File: src/rtl/teleferico_cond_entradas.sv
// Input conditioning for the teleferico controller: sync, debounce, ready latches, tick, sensor-fault FSM.
// Optional debug ports (dbg_state, dbg_changes) are enabled by defining TELEFERICO_DBG_EN.
module teleferico_cond_entradas #(
    parameter int unsigned DEB_CYCLES  = 4,
    parameter int unsigned TICK_DIV    = 8,
    parameter int unsigned FAULT_TICKS = 3
) (
    input  logic       clk_2,
    input  logic       reset,
    input  logic [5:0] raw_in,
    input  logic       ready_ack,
    input  logic       fault_clr,
    output logic       tick,
    output logic       A_pronta,
    output logic       B_pronta,
    output logic       perto_base,
    output logic       perto_topo,
    output logic       chegou_base,
    output logic       chegou_topo,
    output logic       changed,
    output logic       sensor_fault
`ifdef TELEFERICO_DBG_EN
    ,
    output logic [1:0] dbg_state,
    output logic [7:0] dbg_changes
`endif
);

    localparam int unsigned DW = $clog2(DEB_CYCLES) + 1;
    localparam int unsigned TW = $clog2(TICK_DIV) + 1;
    localparam int unsigned FW = $clog2(FAULT_TICKS) + 1;

    typedef enum logic [1:0] {
        ST_OK      = 2'd0,
        ST_SUSPECT = 2'd1,
        ST_FAULT   = 2'd2
    } fstate_e;

    logic [5:0]         sync1_q, sync2_q;
    logic [5:0]         stable_q, stable_d, stable_dly_q;
    logic [5:0][DW-1:0] deb_cnt_q, deb_cnt_d;
    logic [1:0]         ready_q, ready_d;
    logic               changed_q, changed_d;
    logic [TW-1:0]      tick_cnt_q, tick_cnt_d;
    logic               tick_q, tick_d;
    logic [FW-1:0]      fcnt_q, fcnt_d, fcnt_inc;
    fstate_e            state_q, state_d;
    logic               implausible;

    // A bit flips only after DEB_CYCLES consecutive cycles of disagreement with its stable value.
    always_comb begin
        stable_d  = stable_q;
        deb_cnt_d = '0;
        for (int unsigned i = 0; i < 6; i++) begin
            if (sync2_q[i] != stable_q[i]) begin
                if (deb_cnt_q[i] == DW'(DEB_CYCLES - 1))
                    stable_d[i] = sync2_q[i];
                else
                    deb_cnt_d[i] = deb_cnt_q[i] + 1'b1;
            end
        end
    end

    always_comb begin
        changed_d  = |(stable_q[5:2] ^ stable_dly_q[5:2]);
        ready_d    = (stable_q[1:0] & ~stable_dly_q[1:0]) | (ready_q & {2{~ready_ack}});
        tick_d     = (tick_cnt_q == TW'(TICK_DIV - 1));
        tick_cnt_d = tick_d ? '0 : tick_cnt_q + 1'b1;
    end

    always_ff @(posedge clk_2 or negedge reset) begin
        if (!reset) begin
            sync1_q      <= '0;
            sync2_q      <= '0;
            stable_q     <= '0;
            stable_dly_q <= '0;
            deb_cnt_q    <= '0;
            ready_q      <= '0;
            changed_q    <= 1'b0;
            tick_cnt_q   <= '0;
            tick_q       <= 1'b0;
        end else begin
            sync1_q      <= raw_in;
            sync2_q      <= sync1_q;
            stable_q     <= stable_d;
            stable_dly_q <= stable_q;
            deb_cnt_q    <= deb_cnt_d;
            ready_q      <= ready_d;
            changed_q    <= changed_d;
            tick_cnt_q   <= tick_cnt_d;
            tick_q       <= tick_d;
        end
    end

    assign implausible = (stable_q[4] & ~stable_q[2]) | (stable_q[5] & ~stable_q[3]);

    always_ff @(posedge clk_2 or negedge reset) begin
        if (!reset) begin
            state_q <= ST_OK;
            fcnt_q  <= '0;
        end else begin
            state_q <= state_d;
            fcnt_q  <= fcnt_d;
        end
    end

    // The registered tick is the time base, so fault assertion lands the cycle after that tick.
    always_comb begin
        state_d  = state_q;
        fcnt_d   = fcnt_q;
        fcnt_inc = fcnt_q + 1'b1;
        case (state_q)
            ST_OK: begin
                if (tick_q && implausible) begin
                    if (FAULT_TICKS == 1) begin
                        state_d = ST_FAULT;
                    end else begin
                        state_d = ST_SUSPECT;
                        fcnt_d  = FW'(1);
                    end
                end
            end
            ST_SUSPECT: begin
                if (tick_q) begin
                    if (!implausible) begin
                        state_d = ST_OK;
                        fcnt_d  = '0;
                    end else begin
                        fcnt_d = fcnt_inc;
                        if (fcnt_inc == FW'(FAULT_TICKS))
                            state_d = ST_FAULT;
                    end
                end
            end
            ST_FAULT: begin
                if (fault_clr && !implausible) begin
                    state_d = ST_OK;
                    fcnt_d  = '0;
                end
            end
            default: begin
                state_d = ST_OK;
                fcnt_d  = '0;
            end
        endcase
    end

    always_comb begin
        sensor_fault = (state_q == ST_FAULT);
    end

    assign tick        = tick_q;
    assign A_pronta    = ready_q[0];
    assign B_pronta    = ready_q[1];
    assign perto_base  = stable_q[2];
    assign perto_topo  = stable_q[3];
    assign chegou_base = stable_q[4];
    assign chegou_topo = stable_q[5];
    assign changed     = changed_q;

`ifdef TELEFERICO_DBG_EN
    logic [7:0] dbg_changes_q;

    always_ff @(posedge clk_2 or negedge reset) begin
        if (!reset)
            dbg_changes_q <= '0;
        else if (changed_q && (dbg_changes_q != '1))
            dbg_changes_q <= dbg_changes_q + 1'b1;
    end

    assign dbg_state   = state_q;
    assign dbg_changes = dbg_changes_q;
`endif

endmodule

File: config.mk
export PLATFORM = sky130hd
export DESIGN_NAME = teleferico_cond_entradas
export DESIGN_NICKNAME = d
export VERILOG_FILES = /design/src/rtl/teleferico_cond_entradas.sv
export SDC_FILE = /design/constraint.sdc
export NUM_CORES = 1
export LEC_CHECK = 0
export CAP_MARGIN = 20
export CORE_ASPECT_RATIO = 0.5
export CORE_UTILIZATION = 50
export DETAILED_ROUTE_END_ITERATION = 10
export GPL_TIMING_DRIVEN = 0
export PLACE_DENSITY_LB_ADDON = 0.3
export SYNTH_ARGS = -nofsm -noshare
export SYNTH_HDL_FRONTEND = slang
export SYNTH_SLANG_ARGS = --single-unit
File: constraint.sdc
create_clock -name clk_2 -period 1.4 [get_ports clk_2]
set_clock_uncertainty 0.05 [all_clocks]
set_input_delay 0.42 -clock clk_2 [delete_from_list [all_inputs] [get_ports clk_2]]
set_output_delay 0.42 -clock clk_2 [all_outputs]
set_load 0.02 [all_outputs]
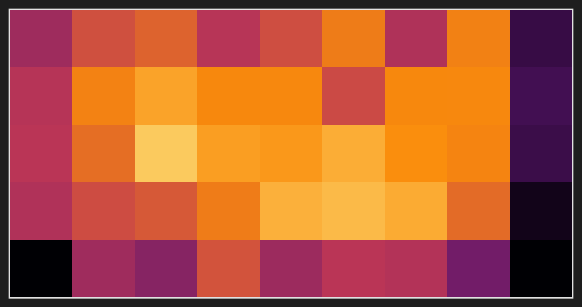
Run 1: local utilization
9 x 5 tiles, from black (low) to pale yellow (high), 0 to 100% covered.
nearly empty tiles: 4.4%
mean over tiles: 56%
tiles over 75% full: 20%
Initial Utilization: 52.46%
core area: 3924 um^2
final cell utilization of the core: 64.03%

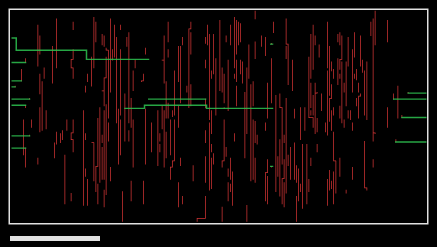
Run 1: metal layers overlaid
The bar under the picture is 20 um long. Two of the layers only.
[green] M3 | wire length: 125 um
[red] M2 | wire length: 1590 um
drt wl/cell: 13.31 um
vias post-DR: 1190

==> summary.txt, run 1 <==
Implementation status.

- Global routing finished with a remaining overflow of 0.
- After detailed routing, the number of vias per cell comes to 4.979.
- The number of antenna violations at the first check in global routing is 0.
- Per the power-grid run, VDD falls by no more than 0.8130 mV.
- The die boundary height is approximately 47 um.
- The setup-violating endpoint count in the final report is 1.
- Setup repair after global routing could not meet its margin everywhere.
- The actual transition at the worst max-transition pin is 0.3195 ns.
- Input and output buffers added on the ports amount to 18.
- The highest net fanout along the worst path is 2.
- The count of fill cells added during filler insertion is 313.
- The x dimension of the die is 92.74 um.
- The share of the cycle needed by the critical path after routing is 104.2%.
- The worst hold-check path type is reg -> reg.
- The root cell of the clock tree is clkbuf_8.
- The startpoint type of the worst setup path is a flip-flop.
- The finished layout holds 239 standard cells, fillers aside.
- The end point of the worst hold path is sync2_q[2].
- The worst setup path startpoint is state_q[0].
- The post-synthesis cell area is 2058 um^2.
- The number of endpoints with negative hold slack in the final report is 0.
- After layout, the worst setup slack is -0.05915 ns.
- The diode insertion count for antenna repair is 0.
- The maximum level of the CTS H-tree is 2.
- The clock-pin transition on the worst setup and hold timing paths is 0.09 ns.
- The capture point of the worst register-to-register path is recorded as fcnt_q[2].
- Counting every instance in the synthesized netlist gives approximately 150.
- In this run the maximum-capacitance check reported violations numbering 0.
- The pin count of the biggest net entering global routing is 44.
- 19 I/O pins were placed.
- The share of post-route cells with drive strength above 1 is 22.70%.
- The Yosys step of the flow raised 0 warnings.
- Per the timing report, the most critical flop-to-flop path originates at stable_q[2].
- The detailed-router iteration count before antenna repair is 4.
- The flow ran to the end, but the final reports show violations.
- After the last flow step, the layout net total stands at 204.
- The smallest clock period supported by the final layout is computed as 1.459 ns.
- Per the summary, power density relative to cell area is 1843 nW/um^2.
- The share of flip-flops with an asynchronous set or reset is 100.0%.
- The netlist uses 27 different library cells.
- The final reports fail on setup timing.
- The number of cells in the yosys synthesis report is roughly 150.
- Sorting the Yosys area breakdown by cell type puts at the top dfrtp_1.
- The final power report lists total power as 4630 uW.
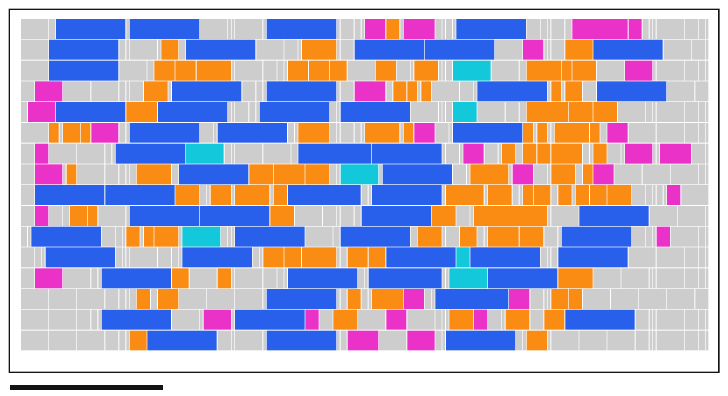
Run 1: placed cells, one color a class
The bar under the picture is 20 um long. Fill, decap, tap and diode cells in gray.
[cyan] clock drivers and dummy loads | cells: 7 | share of their area: 3.4%
[blue] registers | cells: 55 | share of their area: 56%
[magenta] remaining buffers and delay cells | cells: 31 | share of their area: 11%
[orange] remaining logic cells | cells: 92 | share of their area: 29%
std cell rows: 16
sequential cell area share: 54.98%

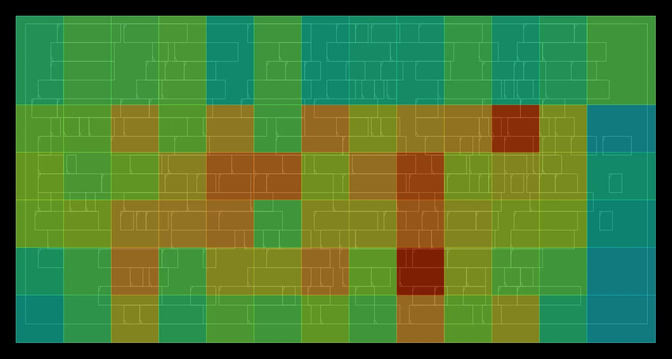
Run 1: routing congestion map
GR met2 Demand/Resource: 28.15%
total routing usage reported by global routing: 16.21%
Most Crowded Layer GR: met2
GR Util met1: 19.42%

==> run 1: repair_timing <==
action	CTS	global route
gates cloned	0	0
endpoints found under the setup margin	11	7
pin swaps	2	3
gates resized	43	10
setup buffers	9	2
hold buffers	1	0
hold endpoints to repair	12	0
==> run 1: area by class of cell <==
cell class / instances / share of cell area [%]
Sequential cell: 55 / 54.98
Multi-Input combinational cell: 87 / 27.74
Timing Repair Buffer: 31 / 10.56
Clock buffer: 5 / 2.739
Tap cell: 54 / 2.689
Inverter: 5 / 0.7470
Clock inverter: 2 / 0.5478
==> run 1: registers in the layout, indices dropped and copies added (netlist names) <==
| name | flops |
|---|---|
| ready_q | 2 |
| deb_cnt_q | 18 |
| state_q | 2 |
| changed | 1 |
| tick | 1 |
| sync1_q | 6 |
| fcnt_q | 3 |
| sync2_q | 6 |
| tick_cnt_q | 4 |
| stable_dly_q | 6 |
| stable_q | 6 |
==> run 1: worst max-delay path by stage <==
stage	slack (ns)	end	depth (start not counted)
floorplan	0.0006	fcnt_q[2]	4
detailed placement	-0.32	sensor_fault	2
finish	-0.06	sensor_fault	2
global route	-0.11	sensor_fault	2
CTS	-0.07	sensor_fault	2
global placement	-1.70	sync1_q[0]	1
==> run 1: stage by stage <==
step           cell area, um^2   TNS, ns  worst slack [ns]
3_5_place_dp              2321    -1.387           -0.3179
5_1_grt                   2512   -0.1861           -0.1074
3_3_place_gp              2306    -94.34            -1.695
4_1_cts                   2464  -0.06591          -0.06591
6_report                  2512  -0.05915          -0.05915
2_1_floorplan             2058         0         0.0005868
==> run 1: layer usage <==
metal / track usage [%] / vias to the layer above / part of all wire (%)
met2: 28.15 / 16 / 50
li1: - / 578 / -
met4: 7.385 / 0 / 1.1
met5: 0 / - / 0
met3: 5.340 / 5 / 3.9
met1: 19.42 / 591 / 45
==> run 1: worst max-delay path, cell delays in order, from the launching register on <==
cell,delay (ns)
dfrtp_1,0.40
nor2b_2,0.16
buf_6,0.14
==> run 1: placed cells by master, fill, tap and decap left out, types with 6 or more instances in the layout <==
cell type	n
buf_2	7
buf_4	10
clkdlybuf4s50_1	8
dfrtp_1	51
ha_1	9
nand2_1	7
nor2b_1	7
nor3_1	6
nor3b_1	10
xnor2_1	11
==> run 1: cells by family (layout without fill, tap and decap cells) <==
| kind of cell | Yosys count | count (layout) | share of synthesized area (%) |
|---|---|---|---|
| compound gates | 14 | 14 | 4.681 |
| fa+ha+maj | 9 | 9 | 5.471 |
| flops | 55 | 55 | 66.87 |
| buf+inv | 5 | 43 | 0.9120 |
| simple gates | 45 | 45 | 13.19 |
| xor+xnor | 12 | 12 | 5.106 |
| mux | 7 | 7 | 3.769 |
==> run 1: report_power, final <==
group	leakage [uW]	switching (uW)	internal, uW
Sequential	0.000683	257	2000
Clock	0.0000440	470	343
Combinational	0.000440	731	828
Run 1, sequential cells colored by netlist name:
The bar under the picture is 20 um long. Other sequential cells in the stronger gray, the rest of the logic in the fainter gray.
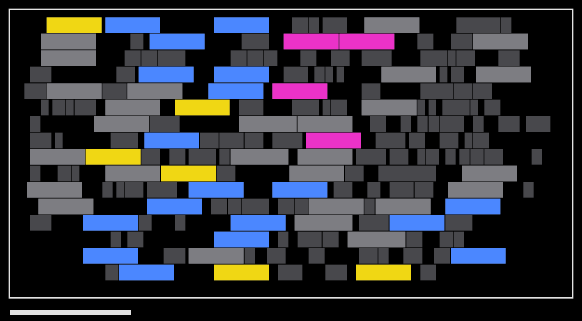

--- run 2 (diff from run 1) ---
--- a/config.mk
+++ b/config.mk
@@ -7,6 +7,7 @@
 export LEC_CHECK = 0
 export CAP_MARGIN = 20
 export CORE_ASPECT_RATIO = 0.5
+export CORE_MARGIN = 5
 export CORE_UTILIZATION = 50
 export DETAILED_ROUTE_END_ITERATION = 10
 export GPL_TIMING_DRIVEN = 0
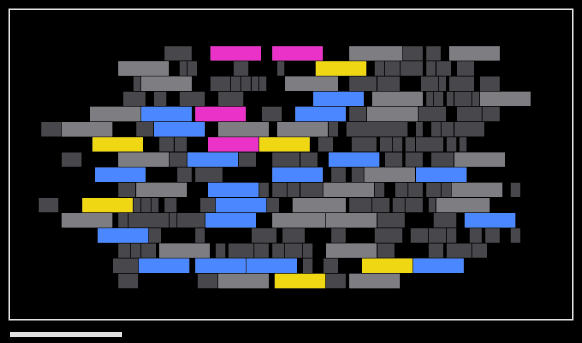
Run 2: sequential cells colored by netlist name
The bar under the picture is 20 um long. Other sequential cells in the stronger gray, the rest of the logic in the fainter gray.
[yellow] sync2_q | sequential cells: 6
[blue] deb_cnt_q | sequential cells: 18
[magenta] tick_cnt_q | sequential cells: 4 | where: top middle
not colored: 27
Power Sequential: 2220 uW
final cell utilization of the core: 63.55%

==> summary.txt, run 2 <==
Implementation status.

- The flow ran to the end, but the final reports show violations.
- The final reports fail on setup timing.
- The post-synthesis cell area is 2058 um^2 (unchanged).
- The share of the cycle needed by the critical path after routing came to 103.7% (-0.56 points).
- The total global-route track usage came to 12.69% (-3.5 points).
- The core utilization before placement is 52.19% (-0.27 points).
- In this run the clock root is driven by a clkbuf_8.
- The setup-violating endpoint count in the final report is 1 (unchanged).
- The net count reported at finish is 202 (-0.98%).
- deb_cnt_q holds more flip-flops than any other register.
- The top cell types in the final layout, fill and taps aside, are 50 x dfrtp_1, 11 x xnor2_1, 10 x nor3b_1, 9 x ha_1, 9 x buf_2.
- The final worst-path setup slack came to -0.05127 ns (+0.007879 ns).
- The maximum level of the CTS H-tree is 2 (unchanged).
- Setup repair after global routing could not meet its margin everywhere.
- The net switching fraction of the power was 30.13% (-1.4 points).
- The global route total overflow is 0 (unchanged).
- The largest area contributor in the synthesized netlist is dfrtp_1.
- The actual transition at the worst max-transition pin is 0.3938 ns (+0.07439 ns).
- The diode insertion count for antenna repair is 0 (unchanged).
- The internal power is 3312 uW (+4.4%).
- The switching power came to 1428 uW (-2.1%).
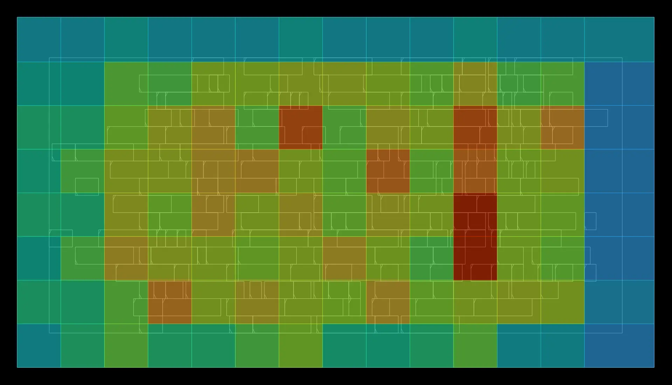
Run 2: routing congestion map
drt wl/cell: 12.96 um
GR met2 Demand/Resource: 19.93%

==> run 2: path summary, 6_finish.rpt <==
path,start,endpoint,cells after the start
setup / recovery,state_q[0],sensor_fault,2
hold / removal,sync1_q[4],sync2_q[4],0
setup reg to reg,stable_q[2],fcnt_q[2],5
hold reg to reg,sync1_q[4],sync2_q[4],0
max in group asynchronous,reset,stable_q[5],3
min in group asynchronous,reset,deb_cnt_q[0],2
==> run 2: metrics by stage <==
step,setup slack (ns),hold WS (ns),area (um^2),std cells,setup TNS [ns]
6_report,-0.05127,0.3063,2506,238,-0.05127
5_1_grt,-0.08743,0.3129,2506,238,-0.1491
4_1_cts,-0.08083,0.3076,2482,237,-0.08083
3_5_place_dp,-0.2753,0.2858,2321,220,-1.243
3_3_place_gp,-1.668,0.2822,2306,219,-92.84
2_1_floorplan,0.0005868,0.07441,2058,147,0
==> run 2: area by class of cell <==
type / instances / area [um^2]
Clock inverter: 2 / 35.03
Sequential cell: 55 / 1383
Clock buffer: 6 / 82.58
Timing Repair Buffer: 29 / 237.7
Tap cell: 54 / 67.56
Fill cell: 281 / 1438
Multi-Input combinational cell: 87 / 681.9
Inverter: 5 / 18.77
==> run 2: power by group through the flow <==
| stage | logic, uW | clock network (uW) | registers (uW) |
|---|---|---|---|
| 2_1_floorplan | 769 | 0 | 2380 |
| 3_3_place_gp | 1220 | 0 | 2310 |
| 3_5_place_dp | 1270 | 0 | 2330 |
| 4_1_cts | 1440 | 1100 | 2210 |
| 5_1_grt | 1620 | 1160 | 2270 |
| 6_report | 1460 | 1060 | 2220 |
==> run 2: logic make-up (layout without fill, tap and decap cells) <==
kind of cell / Yosys count / count (layout)
mux: 7 / 7
compound gates: 14 / 14
xor+xnor: 12 / 12
flops: 55 / 55
fa+ha+maj: 9 / 9
simple gates: 45 / 45
buf+inv: 5 / 42
==> run 2: repair_timing <==
item | CTS | global route
hold buffers | 1 | 0
pin swaps | 1 | 0
gates cloned | 0 | 0
gates resized | 42 | 6
hold endpoints to repair | 15 | 0
setup endpoints to repair | 10 | 3
buffers inserted | 8 | 1
==> run 2: per-layer routing <==
metal	wire, um	GRT usage [%]
met1	1402	15.55
met2	1528	19.93
met4	48	4.990
met5	0	0
met3	105	5.276
Run 2, local utilization:
10 x 6 tiles, from black (low) to pale yellow (high), 0 to 100% covered.
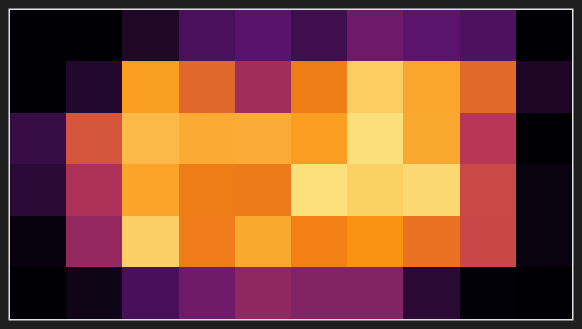

--- run 3 (diff from run 2) ---
--- a/config.mk
+++ b/config.mk
@@ -12,6 +12,7 @@
 export DETAILED_ROUTE_END_ITERATION = 10
 export GPL_TIMING_DRIVEN = 0
 export PLACE_DENSITY_LB_ADDON = 0.3
+export SETUP_SLACK_MARGIN = 0.05
 export SYNTH_ARGS = -nofsm -noshare
 export SYNTH_HDL_FRONTEND = slang
 export SYNTH_SLANG_ARGS = --single-unit
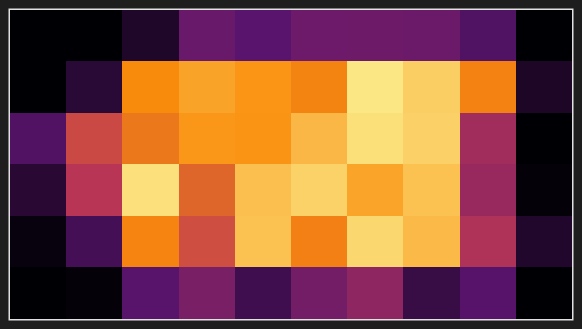
Run 3: local utilization
10 x 6 tiles, from black (low) to pale yellow (high), 0 to 100% covered.
fullest tile: 95%
emptiest ninth of the die: top left
nearly empty tiles: 15%
densest ninth of the die: middle
mean over tiles: 45%
core area: 3944 um^2
Initial Utilization: 52.19%
final cell utilization of the core: 65.13%

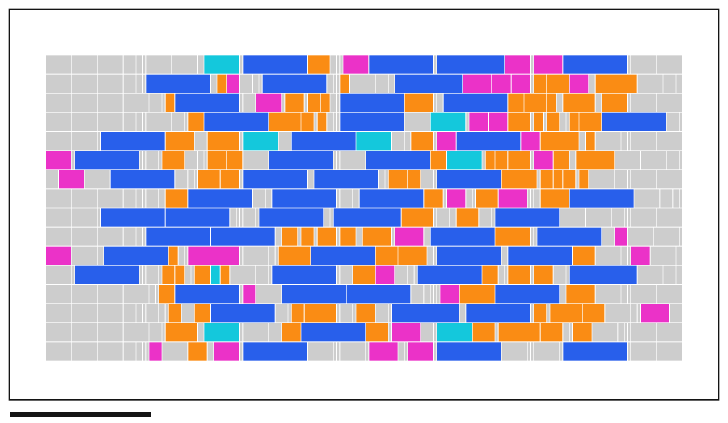
Run 3: placed cells, one color a class
The bar under the picture is 20 um long. Fill, decap, tap and diode cells in gray.
sequential cell area share: 53.82%
Layout Cell Area excl Fill: 2569 um^2

==> summary.txt, run 3 <==
Implementation status.

- The setup-violating endpoint count in the final report was 2 (+1).
- The actual transition at the worst max-transition pin was 0.4545 ns (+0.06064 ns).
- Setup repair after global routing could not meet its margin everywhere.
- The root cell of the clock tree is clkbuf_8.
- The share of the cycle needed by the critical path after routing is 104.6% (+0.91 points).
- The global route total overflow is 0 (unchanged).
- The total placed instance area is 2331 um^2 (+0.43%).
- The top cell types in the final layout, fill and taps aside, are 50 x dfrtp_1, 12 x buf_4, 10 x xnor2_1, 10 x nor3b_1.
- The worst setup path startpoint is state_q[0].
- The logic depth of the worst setup path including buffers came to 2 (unchanged).
- The register bank with the most flops is deb_cnt_q.
- The count of cells along the worst register-to-register path is 5 (unchanged).
- The largest area contributor in the synthesized netlist is dfrtp_1.
- The post-synthesis cell area was 2058 um^2 (unchanged).
- The net count reported at finish is 205 (+1.5%).
- The final routed wire length divided by cell count is 13.22 um (+2.1%).
- Per the timing report, the most critical flop-to-flop path originates at stable_q[3].
- The checks that failed: setup timing.
- The worst-case setup slack after placement came to -0.2826 ns (-0.007299 ns).
- The total global-route track usage is 12.99% (+0.30 points).
- The number of hold buffers added after CTS is 0 (-1).
- The run finished, with violations left.
- The final worst-path setup slack is -0.06404 ns (-0.01277 ns).
- STA lists the endpoint of the worst register-to-register path as fcnt_q[2].
- The total placed cells including tap cells is 220 (unchanged).
- The count of fill cells added during filler insertion is 272 (-3.2%).
- The maximum level of the CTS H-tree was 2 (unchanged).
==> run 3: cells by family (layout without fill, tap and decap cells) <==
group | after synthesis | count (layout) | synth area share [%]
buf+inv | 5 | 45 | 0.9120
mux | 7 | 7 | 3.769
simple gates | 45 | 45 | 13.19
xor+xnor | 12 | 12 | 5.106
fa+ha+maj | 9 | 9 | 5.471
compound gates | 14 | 14 | 4.681
flops | 55 | 55 | 66.87
==> run 3: power by group <==
part	leakage [uW]	internal (uW)	switching, uW	total, uW
Clock	0.0000515	452	478	930
Sequential	0.000681	2000	230	2230
Combinational	0.000449	885	755	1640
Total	0.00118	3340	1460	4800
==> run 3: metrics by stage <==
stage               TNS (ns)  utilization, %
finish              -0.07306           65.13
global route         -0.1293           65.13
CTS                 -0.08795           63.55
detailed placement    -1.188           59.11
global placement      -93.44           58.72
floorplan                  0               -
==> run 3: routing by layer <==
metal	global-route usage (%)	up-vias	wire, um	part of all wire, %
li1	-	581	-	-
met1	14.43	613	1371	43
met2	21.14	21	1576	49
met3	5.402	8	137	4.3
met4	7.102	0	102	3.2
met5	0	-	0	0
==> run 3: timing repair <==
| item | in CTS | in global routing |
|---|---|---|
| gates resized | 52 | 9 |
| gates cloned | 0 | 0 |
| pin swaps | 3 | 0 |
| setup endpoints to repair | 11 | 12 |
| buffers inserted | 10 | 3 |
==> run 3: worst reg2reg max path: cells and delay by family, from the launching register on <==
| family | cells | cell delay (ns) |
|---|---|---|
| simple gates | 2 | 0.33 |
| buf+inv | 1 | 0.14 |
| flops | 1 | 0.42 |
| compound gates | 2 | 0.42 |
==> run 3: worst min-delay path by stage <==
stage               startpoint            end  slack, ns  cells after the start
floorplan                reset        changed       0.07                      0
global placement    sync1_q[3]     sync2_q[3]       0.28                      0
detailed placement  sync1_q[4]     sync2_q[4]       0.29                      0
CTS                      reset  deb_cnt_q[14]      0.004                      1
global route             reset  deb_cnt_q[14]       0.03                      1
finish                   reset  deb_cnt_q[14]      0.002                      1
==> run 3: layout make-up <==
type,count,area [um^2],area share [%]
inverters,5,18.77,0.7306
flip-flops and latches,55,1383,53.82
well taps,54,67.56,2.630
clock buffers,8,100.1,3.897
repair buffers,32,289.0,11.25
multi-input cells,87,710.7,27.67
Power is estimated from default activity; no workload was simulated.
